**src/rtl/serial_add_pkg.sv**
```systemverilog
// serial_add_pkg: shared definitions for the bit-serial adder sequencer.
//   state_t   : sequencer FSM encoding (IDLE, SHIFT, DONE)
//   DEF_WIDTH : default operand/sum width
package serial_add_pkg;

  typedef enum logic [1:0] {
    IDLE  = 2'd0,
    SHIFT = 2'd1,
    DONE  = 2'd2
  } state_t;

  localparam int DEF_WIDTH = 8;

endpackage

```
**src/rtl/fa_slice.sv**
```systemverilog
// fa_slice: combinational 1-bit full adder.
//   a, b, ci : addend bits and carry-in
//   s, co    : sum bit and carry-out
module fa_slice (
  input  logic a,
  input  logic b,
  input  logic ci,
  output logic s,
  output logic co
);

  assign s  = a ^ b ^ ci;
  assign co = (a & b) | (ci & (a ^ b));

endmodule

```
**src/rtl/serial_adder_seq.sv**
```systemverilog
// serial_adder_seq: bit-serial WIDTH-bit adder sequencer driving one fa_slice.
// Accepts {a,b,cin} on an in_valid/in_ready handshake, feeds one bit pair per
// cycle (LSB first) plus the registered carry to the slice, and returns
// {cout,sum} on an out_valid/out_ready handshake.
//   clk, rst_n           : clock, async active-low reset
//   in_valid/in_ready    : operand handshake (a, b, cin)
//   out_valid/out_ready  : result handshake (sum, cout)
//   busy                 : high in SHIFT or DONE
//   ovf                  : signed overflow, only when SERIAL_ADD_OVF_EN is defined
module serial_adder_seq
  import serial_add_pkg::*;
#(
  parameter int WIDTH = DEF_WIDTH
) (
  input  logic             clk,
  input  logic             rst_n,
  input  logic             in_valid,
  output logic             in_ready,
  input  logic [WIDTH-1:0] a,
  input  logic [WIDTH-1:0] b,
  input  logic             cin,
  output logic             out_valid,
  input  logic             out_ready,
  output logic [WIDTH-1:0] sum,
  output logic             cout,
`ifdef SERIAL_ADD_OVF_EN
  output logic             ovf,
`endif
  output logic             busy
);

  localparam int CW = $clog2(WIDTH);

  state_t           state, state_nxt;
  logic [WIDTH-1:0] a_sr, b_sr, sum_sr;
  logic             carry;
  logic [CW-1:0]    cnt;
  logic             last;
  logic             s_bit, c_bit;

  assign last = (cnt == CW'(WIDTH - 1));

  fa_slice u_fa (
    .a  (a_sr[0]),
    .b  (b_sr[0]),
    .ci (carry),
    .s  (s_bit),
    .co (c_bit)
  );

  always_ff @(posedge clk or negedge rst_n) begin
    if (!rst_n) state <= IDLE;
    else        state <= state_nxt;
  end

  always_comb begin
    state_nxt = state;
    in_ready  = 1'b0;
    out_valid = 1'b0;
    busy      = 1'b0;
    case (state)
      IDLE: begin
        in_ready = 1'b1;
        if (in_valid) state_nxt = SHIFT;
      end
      SHIFT: begin
        busy = 1'b1;
        if (last) state_nxt = DONE;
      end
      DONE: begin
        busy      = 1'b1;
        out_valid = 1'b1;
        if (out_ready) state_nxt = IDLE;
      end
      default: state_nxt = IDLE;
    endcase
  end

  always_ff @(posedge clk or negedge rst_n) begin
    if (!rst_n) begin
      a_sr   <= '0;
      b_sr   <= '0;
      sum_sr <= '0;
      carry  <= 1'b0;
      cnt    <= '0;
    end else begin
      case (state)
        IDLE: if (in_valid) begin
          a_sr  <= a;
          b_sr  <= b;
          carry <= cin;
          cnt   <= '0;
        end
        SHIFT: begin
          a_sr   <= a_sr >> 1;
          b_sr   <= b_sr >> 1;
          sum_sr <= {s_bit, sum_sr[WIDTH-1:1]};
          carry  <= c_bit;
          // Hold at WIDTH-1 on the final edge so the counter never wraps.
          if (!last) cnt <= cnt + CW'(1);
        end
        default: ;
      endcase
    end
  end

  assign sum  = sum_sr;
  assign cout = carry;

`ifdef SERIAL_ADD_OVF_EN
  // Carry into the MSB: the carry register just before the final SHIFT edge.
  logic c_msb;
  always_ff @(posedge clk or negedge rst_n) begin
    if (!rst_n)                      c_msb <= 1'b0;
    else if (state == SHIFT && last) c_msb <= carry;
  end
  assign ovf = c_msb ^ carry;
`endif

endmodule
```
**config.mk**
```make
export PLATFORM = sky130hd
export DESIGN_NAME = serial_adder_seq
export DESIGN_NICKNAME = d
export VERILOG_FILES = /design/src/rtl/serial_add_pkg.sv /design/src/rtl/fa_slice.sv /design/src/rtl/serial_adder_seq.sv
export SDC_FILE = /design/constraint.sdc
export NUM_CORES = 1
export LEC_CHECK = 0
export ABC_AREA = 1
export CORE_ASPECT_RATIO = 1.4
export CORE_UTILIZATION = 54
export DETAILED_ROUTE_END_ITERATION = 12
export PLACE_DENSITY = 0.94
export SLEW_MARGIN = 0
export SYNTH_ARGS = -nofsm -noshare
export SYNTH_HDL_FRONTEND = slang
export SYNTH_SLANG_ARGS = --single-unit
```
**constraint.sdc**
```tcl
create_clock -name clk -period 3.3 [get_ports clk]
set_clock_uncertainty 0.15 [all_clocks]
set_input_delay 0.495 -clock clk [delete_from_list [all_inputs] [get_ports clk]]
set_output_delay 0.495 -clock clk [all_outputs]
set_load 0.05 [all_outputs]
```
layer_met1.png
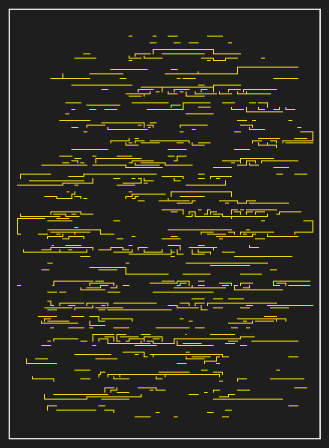
share of all routed wire: 42%
nets with wire on the layer: 225
wire length on this layer: 1,250 µm
main direction: horizontal

congestion.png
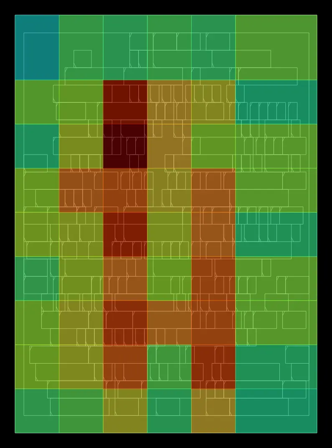
drt wl/cell: 11.27 µm
global routing usage on met1: 24.95%
layer with the highest usage after global routing: met2
Core Util, Final: 71.27%
global-route met3 utilization: 6.593%

==> Table 3: Implementation characteristics <==
Table: implementation figures

Parameter                              Value

Floorplan
  Area of the die    approximately 3000 µm²
  Tap Count    36
  Die Span Y    between 60 and 70 µm
  Chip width    approximately 47 µm
  Placeable core region    2670 µm²
  Number of core rows    22
  Fp util    slightly below 60%

Power
  Sequential Power Share    between 30% and 40%
  Clock power share    a little over a tenth
  Clk pwr    a little under 0.0002 W
  VDD IR max    727.0 µV
  Cell internal power dissipation    between 0.0009 and 0.001 W
  Seq. pwr    roughly 0.00064 W
  Leading power group    combinational cells
  Power per standard cell area    between 900 and 1000 nW/µm²
  Combinational group power    0.00101 W
  Final total power    ~0.0019 W
  Combinational share of power    a little over half
  Switching share of power    approximately half

Finish
  Area growth from synthesis to layout    22.96%
  Comb area    681.9 µm²
  Multi-input combinational cell count    roughly 150
  Seq/total area    about two fifths
  Number of sequential cells    30
  Share of cell area taken by multi-input logic gates    35.83%
  Antenna Cells    0
  Count of non-CTS inverters in the layout    10
  Signal buffers    34
  Register area    roughly 750 µm²
  Final net count    between 200 and 300
  Most common cell after layout, fill and taps aside    sky130_fd_sc_hd__nand2_1
  Dominant kind of cell    registers
  Clk cell area share    under 10%
  # clk buffers    7
  Data buffer area share    17.62%

CTS
  Number of H-tree levels    2
  Number of CTS-inserted buffers    5
  Clock transition at path regs    ~0.090 ns
  Maximum number of buffers from clock root to sink    2
  CTS tree    built
  Clk root buf    sky130_fd_sc_hd__clkbuf_4
  Number of gates resized after CTS    0
  Sinks on the clock net    30
  Number of buffers added for setup after CTS    0
  # hold bufs at CTS    0

Place
  Post-Place Worst Slack    between 1 and 1.5 ns
  Weighted congestion reported at the end of routability-driven placement    0.7262
  Quantity of I/O buffers inserted on ports    32
  Post-DP HPWL    ~2.1 mm

Logic synthesis
  Yosys warning total    0
  Top cells by instance count after synthesis    sky130_fd_sc_hd__nand2_1, sky130_fd_sc_hd__dfrtp_1, sky130_fd_sc_hd__inv_1
  Mean cell area of the mapped netlist    roughly 8 µm²
  Synthesized-area fraction occupied by ao, oa, aoi and oai cells    less than 1%
  Distinct cell type count of the synthesized netlist    19
  Share of synthesized registers carrying an async set or reset    100.0%
  Count of instantiated cells in the yosys netlist    196
  Cells after Synth    just under 200
  Adder-cell share of the synthesized area    6.144%
  Yosys stat chip area    roughly 1500 µm²
  Post-synthesis xor/xnor area fraction    0%
  Mapped cell area    approximately 1500 µm²
  MUX share of area    0%
  Post-synthesis sequential area ratio    about half
  Synth flops    30
  Number of flops mapped to enable cells by yosys    0
  Synth top cell by count    sky130_fd_sc_hd__nand2_1
  Nets at Floorplan    224

STA
  Number of max-slew violations in the final report    0
  Total Neg Setup Slack    0 ns
  Clock period minus worst slack    about 2.6 ns
  Setup violations, final    0
  Highest attainable clock frequency    384.3 MHz
  Share of the clock period used by the worst path after layout    78.85%
  Worst Max-Slew Pin Slew    just under 0.7 ns
  Setup repair after global routing missed its margin    false
  Worst hold-check slack    between 0.3 and 0.4 ns
  Worst relative slew slack    54.34%

Routing
  First-pass detailed-route iteration total    4
  Met2 routed WL    approximately 1.5 mm
  Via count    1,275
  Total DRC errors in the routed layout    0
  Total wire length    between 2 and 3 mm
  Drt initial violations    a little over 40
  Routed via count divided by cell count    4.793
  Detailed-routing wirelength on met1    approximately 1.2 mm

Critical path
  Kind of end point of the critical path    output port
  Data arrival at the endpoint of the critical path    slightly below 2 ns
  Series of cell instances along the critical path    inv_1 > ha_1 > clkdlybuf4s50_1
  Worst Path Max Fanout    5
  Buf/Inv on CP    2
  Category of the most critical setup path    reg -> out
  Slowest cell delay on critical path    between 0.8 and 0.9 ns
  Worst EP required    2.65 ns
  Slowest cell on crit path    sky130_fd_sc_hd__clkdlybuf4s50_1
  Worst-case reg-to-reg path depth    7
  Crit path launch    state[0]
  Worst Setup EP    in_ready

Global route
  Total overflow reported by the global router    0
  First-pass GRT wire length    between 5 and 6 mm
  Number of global-route vias before repair    about 1,300
  Number of antenna violations at the first check in global routing    0
  Pin count of the biggest net entering global routing    31
  Total routing usage reported by global routing    between 20 and 25%

Job
  OpenROAD warning count    29
  Number of max-cap violations    0

Run status
  Result of the run    complete, no violations

Hold path
  Worst hold path type    reg -> reg
clk_routes.png
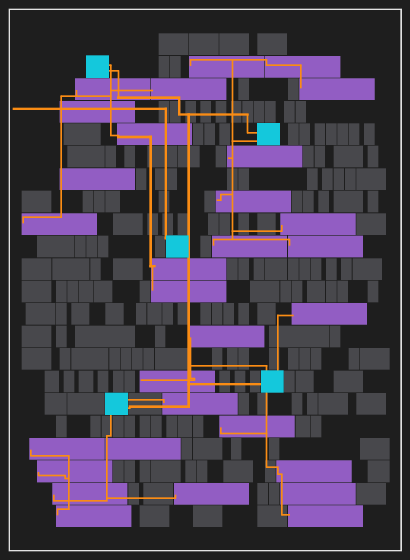
[purple] flip-flops | count: 30
[orange] clock wires | length: 362 µm
[cyan] clock drivers | count: 5
routed clock nets: 6

[through the flow]
step,area [µm²],std cells
3_3_place_gp,1858,259
2_1_floorplan,1548,196
3_5_place_dp,1858,259
4_1_cts,1903,266
5_1_grt,1903,266
6_report,1903,266
[how the worst min path moves through the flow]
| stage | start | end | cells past startpoint |
|---|---|---|---|
| 2_1_floorplan | rst_n | a_sr[0] | 0 |
| 3_3_place_gp | b_sr[6] | b_sr[6] | 2 |
| 3_5_place_dp | b_sr[4] | b_sr[4] | 2 |
| 4_1_cts | b_sr[1] | b_sr[1] | 2 |
| 5_1_grt | a_sr[4] | a_sr[4] | 2 |
| 6_report | b_sr[4] | b_sr[4] | 2 |
[state kept, by name, indices dropped and copies added (netlist names)]
register	count
a_sr	8
b_sr	8
cnt	3
cout	1
state	2
sum	8
Power is estimated from default activity; no workload was simulated.
